**src/rtl/ecg_pkg.sv**
```systemverilog
// ---------------------------------------------------------------------------
// ecg_pkg
//   Shared constants for the ECG ping-pong capture path: default widths,
//   writer FSM state encoding and bank identifiers. Imported by the writer
//   and by the bank tracker so both sides agree on what bank 0/1 means.
// ---------------------------------------------------------------------------
package ecg_pkg;

  localparam int ECG_DATA_W = 12;
  localparam int ECG_ADDR_W = 12;
  localparam int ECG_DROP_W = 16;

  // Writer FSM encoding. Kept as plain constants so the encoding stays
  // stable for older tools and hand-written checkers that decode it.
  localparam logic [1:0] IDLE = 2'd0;
  localparam logic [1:0] FILL = 2'd1;
  localparam logic [1:0] WAIT = 2'd2;

  localparam logic BANK_A = 1'b0;
  localparam logic BANK_B = 1'b1;

endpackage

```
**src/rtl/ecg_bank_tracker.sv**
```systemverilog
// ---------------------------------------------------------------------------
// ecg_bank_tracker
//   Book-keeping for the two ping-pong banks: which banks hold a complete,
//   unread frame and which bank the reader must take next.
//   A release (i_drc) frees the bank at rd_bank and advances rd_bank; a
//   release with no full bank is ignored. A release is applied before a set
//   in the same cycle, so a bank freed this cycle reads as free at once.
//
//   Ports
//     clk, rst_n    clock, asynchronous active-low reset
//     i_set         a frame completed this cycle in bank i_set_bank
//     i_set_bank    bank that just completed
//     i_drc         reader finished the bank at o_rd_bank
//     o_rd_bank     oldest full bank (next to read)
//     o_full_rel    full flags after this cycle's release, before any set
// ---------------------------------------------------------------------------
module ecg_bank_tracker
  import ecg_pkg::*;
(
  input  logic       clk,
  input  logic       rst_n,
  input  logic       i_set,
  input  logic       i_set_bank,
  input  logic       i_drc,
  output logic       o_rd_bank,
  output logic [1:0] o_full_rel
);

  logic [1:0] r_full;
  logic       r_rd_bank;
  logic       w_release;
  logic [1:0] w_full_rel;
  logic [1:0] w_full_nxt;

  assign w_release = i_drc && (r_full != 2'b00);

  always_comb begin
    // NOTE: every variable gets its default before any conditional update,
    // so no path leaves it unassigned and no latch is inferred.
    w_full_rel = r_full;
    if (w_release) w_full_rel[r_rd_bank] = 1'b0;
    w_full_nxt = w_full_rel;
    if (i_set) w_full_nxt[i_set_bank] = 1'b1;
  end

  always_ff @(posedge clk or negedge rst_n) begin
    if (!rst_n) begin
      r_full    <= 2'b00;
      r_rd_bank <= BANK_A;
    end else begin
      r_full <= w_full_nxt;
      if (w_release) r_rd_bank <= ~r_rd_bank;
    end
  end

  assign o_rd_bank  = r_rd_bank;
  assign o_full_rel = w_full_rel;

endmodule

```
**src/rtl/ecg_pingpong_writer.sv**
```systemverilog
// ---------------------------------------------------------------------------
// ecg_pingpong_writer
//   Captures a non-stallable ADC sample stream into two BRAM banks (A/B) in
//   ping-pong order. When a bank holds a complete frame, dc pulses and the
//   writer moves to the other bank. If that bank has not yet been released
//   by the reader (drc), the writer waits and drops incoming samples,
//   counting them in a saturating counter.
//
//   Ports
//     clk, rst_n   clock, asynchronous active-low reset
//     load         frame length in samples, 0 = 2**ADDR_W; latched per frame
//     s_valid      sample strobe
//     s_data       sample value
//     drc          reader done with the bank at rd_bank (1-cycle pulse)
//     wea, web     registered write enables for bank A / bank B
//     addr_w, din  registered write address / data, shared by both banks
//     dc           1-cycle pulse, a frame is ready in bank rd_bank
//     rd_bank      bank the reader must take next (0=A, 1=B)
//     wr_bank      bank currently being filled
//     s_ready      a sample arriving this cycle will be stored
//     drop_cnt     saturating count of dropped samples
// ---------------------------------------------------------------------------
module ecg_pingpong_writer
  import ecg_pkg::*;
#(
  parameter int DATA_W = ECG_DATA_W,
  parameter int ADDR_W = ECG_ADDR_W,
  parameter int DROP_W = ECG_DROP_W
)(
  input  logic              clk,
  input  logic              rst_n,
  input  logic [ADDR_W-1:0] load,
  input  logic              s_valid,
  input  logic [DATA_W-1:0] s_data,
  input  logic              drc,
  output logic              wea,
  output logic              web,
  output logic [ADDR_W-1:0] addr_w,
  output logic [DATA_W-1:0] din,
  output logic              dc,
  output logic              rd_bank,
  output logic              wr_bank,
  output logic              s_ready,
  output logic [DROP_W-1:0] drop_cnt
);

  // One extra bit so a full 2**ADDR_W frame length is representable.
  localparam int LEN_W = ADDR_W + 1;

  logic [1:0]        r_state;
  logic [LEN_W-1:0]  r_len;
  logic [ADDR_W-1:0] r_idx;
  logic              r_wr_bank;
  logic              r_wea;
  logic              r_web;
  logic [ADDR_W-1:0] r_addr_w;
  logic [DATA_W-1:0] r_din;
  logic              r_dc_pend;
  logic              r_dc;
  logic [DROP_W-1:0] r_drop;

  logic              w_accept;
  logic              w_last;
  logic              w_drop;
  logic [LEN_W-1:0]  w_load_len;
  logic [1:0]        w_full_rel;
  logic              w_rd_bank;

  assign w_load_len = (load == '0) ? {1'b1, {ADDR_W{1'b0}}} : {1'b0, load};
  assign w_accept   = (r_state == FILL) && s_valid;
  assign w_last     = w_accept && ({1'b0, r_idx} == (r_len - LEN_W'(1)));
  assign w_drop     = (r_state == WAIT) && s_valid;

  ecg_bank_tracker u_tracker (
    .clk        (clk),
    .rst_n      (rst_n),
    .i_set      (w_last),
    .i_set_bank (r_wr_bank),
    .i_drc      (drc),
    .o_rd_bank  (w_rd_bank),
    .o_full_rel (w_full_rel)
  );

  always_ff @(posedge clk or negedge rst_n) begin
    if (!rst_n) begin
      r_state   <= IDLE;
      r_len     <= {1'b1, {ADDR_W{1'b0}}};
      r_idx     <= '0;
      r_wr_bank <= BANK_A;
      r_wea     <= 1'b0;
      r_web     <= 1'b0;
      r_addr_w  <= '0;
      r_din     <= '0;
      r_dc_pend <= 1'b0;
      r_dc      <= 1'b0;
      r_drop    <= '0;
    end else begin
      // NOTE: sequential state uses non-blocking assignments so every
      // register samples the pre-edge values, independent of statement order.
      r_wea <= w_accept && (r_wr_bank == BANK_A);
      r_web <= w_accept && (r_wr_bank == BANK_B);
      if (w_accept) begin
        r_addr_w <= r_idx;
        r_din    <= s_data;
      end

      // Two-stage delay keeps dc clear of the cycle that carries the last
      // write of the frame on the bus.
      r_dc_pend <= w_last;
      r_dc      <= r_dc_pend;

      if (w_drop && (r_drop != '1)) r_drop <= r_drop + DROP_W'(1);

      case (r_state)
        IDLE: begin
          r_state <= FILL;
          r_len   <= w_load_len;
          r_idx   <= '0;
        end
        FILL: begin
          if (w_accept) begin
            if (w_last) begin
              r_idx     <= '0;
              r_len     <= w_load_len;
              r_wr_bank <= ~r_wr_bank;
              // Release is already folded into w_full_rel, so a bank freed
              // by a coincident drc is refilled without a WAIT.
              r_state   <= w_full_rel[~r_wr_bank] ? WAIT : FILL;
            end else begin
              r_idx <= r_idx + ADDR_W'(1);
            end
          end
        end
        WAIT: begin
          if (!w_full_rel[r_wr_bank]) r_state <= FILL;
        end
        default: r_state <= IDLE;
      endcase
    end
  end

  assign wea      = r_wea;
  assign web      = r_web;
  assign addr_w   = r_addr_w;
  assign din      = r_din;
  assign dc       = r_dc;
  assign rd_bank  = w_rd_bank;
  assign wr_bank  = r_wr_bank;
  assign s_ready  = (r_state == FILL);
  assign drop_cnt = r_drop;

endmodule

```
**config.mk**
```make
export PLATFORM = sky130hd
export DESIGN_NAME = ecg_pingpong_writer
export DESIGN_NICKNAME = d
export VERILOG_FILES = /design/src/rtl/ecg_pkg.sv /design/src/rtl/ecg_bank_tracker.sv /design/src/rtl/ecg_pingpong_writer.sv
export SDC_FILE = /design/constraint.sdc
export NUM_CORES = 1
export LEC_CHECK = 0
export CAP_MARGIN = 10
export CORE_AREA = 4 4 131 102
export DETAILED_ROUTE_END_ITERATION = 16
export DIE_AREA = 0 0 135 106
export DONT_BUFFER_PORTS = 1
export GPL_TIMING_DRIVEN = 0
export PLACE_DENSITY = 0.54
export SYNTH_ARGS = -nofsm -noshare
export SYNTH_HDL_FRONTEND = slang
export SYNTH_SLANG_ARGS = --single-unit
export TNS_END_PERCENT = 50
```
**constraint.sdc**
```tcl
create_clock -name clk -period 3.8 [get_ports clk]
set_input_delay 0.57 -clock clk [delete_from_list [all_inputs] [get_ports clk]]
set_output_delay 0.57 -clock clk [all_outputs]
set_load 0.1 [all_outputs]
```
Fig. 1: sequential cells grouped by signal name
Drawn at 4 px/µm. Other sequential cells in the stronger grey, the rest of the logic in the fainter grey.
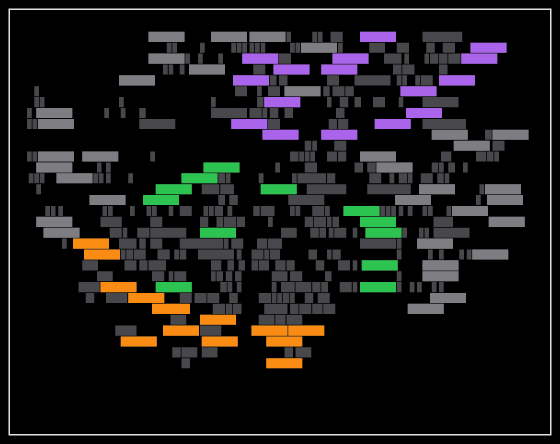
purple -> drop_cnt  # placed flops 16
green -> r_idx  # placed flops 12
orange -> r_len  # placed flops 13
not coloured = 34
Seq. pwr: 1170 µW
fin util: 34.7%

Fig. 2: metal layers overlaid
Drawn at 3 px/µm. Two of the layers only.
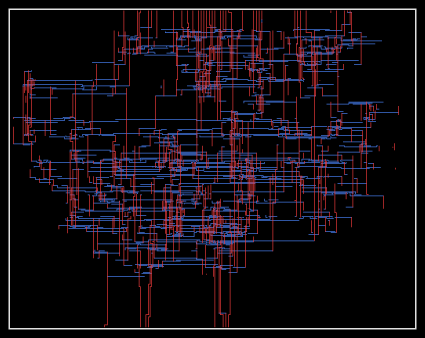
red -> M2  # wire length 3590 µm
blue -> M1  # wire length 3990 µm
WL per Instance: 15.4 µm
vias after detailed routing: 2521
global-route total usage across every layer: 12.4%
total wire length after detailed routing: 8300 µm

Fig. 3: cells coloured by class
Drawn at 2 px/µm.
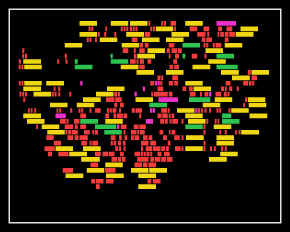
magenta -> remaining buffers and delay cells  # cells 14
yellow -> sequential cells  # cells 75
red -> remaining logic cells  # cells 268
green -> clock drivers and dummy loads  # cells 16
fraction of standard cell area that is sequential: 45.0%
count of standard-cell rows: 35
post-route standard cell area excluding fillers: 0.00418 mm²
core footprint: 0.0120 mm²

==> flow_metrics.py <==
# Generated from Yosys and OpenROAD reports
metrics = {
    "layout": {
        "largest_reg_flops": 16,
        "layout_top_cells": "92 x sky130_fd_sc_hd__nand2_1, 74 x sky130_fd_sc_hd__dfrtp_1, 23 x sky130_fd_sc_hd__xnor2_1, 19 x sky130_fd_sc_hd__nor2_1, 16 x sky130_fd_sc_hd__xor2_1",
        "non_clock_buffer_count": 14,
        "inverters": 7,
        "layout.clock_buffers": 11,
        "flop_count": 75,
        "lay_top_count": "sky130_fd_sc_hd__nand2_1",
        "logic_area_mm2": 0.00160,
    },
    "critical_path": {
        "setup.worst_path.end": "r_len[4]$_DFFE_PN0P_",
        "worst-endpoint-required_ns": 4.02,
        "cp-start-kind": "register",
        "slowest_stage": "sky130_fd_sc_hd__or4b_1",
        "critPathLaunch": "r_len[0]$_DFFE_PN0P_",
    },
    "yosys": {
        "synth-warning-count": 0,
        "syn-cell-area_mm2": 0.00357,
        "avgSynthCellArea_um2": 10.1,
        "ys_async_sr_fraction_pct": 100,
        "top_cells_by_count": "92 x sky130_fd_sc_hd__nand2_1, 74 x sky130_fd_sc_hd__dfrtp_1, 23 x sky130_fd_sc_hd__xnor2_1",
        "adder_share_pct": 1.05,
        "ys.flop_type": "sky130_fd_sc_hd__dfrtp_1",
        "yosys.area.top_type": "sky130_fd_sc_hd__dfrtp_1",
        "synth.cellmix.compoundShare_pct": 6.60,
        "simple_gate_share_pct": 22.6,
    },
    "route": {
        "drcViolationCount": 0,
        "wl_met2_um": 3590,
        "routed_via_density": 4.68,
    },
    "floorplan": {
        "tapCellCount": 166,
        "chipWidth_um": 135,
        "die_height_um": 106,
    },
    "placed_design": {
        "pre_cts_ws_ns": 0.448,
        "dpl_cells": 522,
        "place.port_buffers": 0,
    },
    "clocking": {
        "cts.sink_count": 75,
        "cts-root-to-sink-buffers": 2,
        "buffers_inserted_by_post_cts_timing_repair": 0,
    },
    "status": {
        "run_status": "finished clean",
    },
    "global_route": {
        "global_route.peak_usage_layer": "met2",
    },
    "sta": {
        "fin_setup_tns_ns": 0,
        "period_needed_ns": 3.37,
        "fin_worst_skew_ns": 0.00888,
        "worst_slew_pin_slew_ns": 1.05,
    },
    "run": {
        "max-cap-violations": 0,
    },
    "power_and_ir_drop": {
        "power_per_cell_area_mw_per_mm2": 558,
        "total_leakage_power_uw": 0.00188,
        "p_int_uw": 1590,
    },
}
Power is estimated from default activity; no workload was simulated.
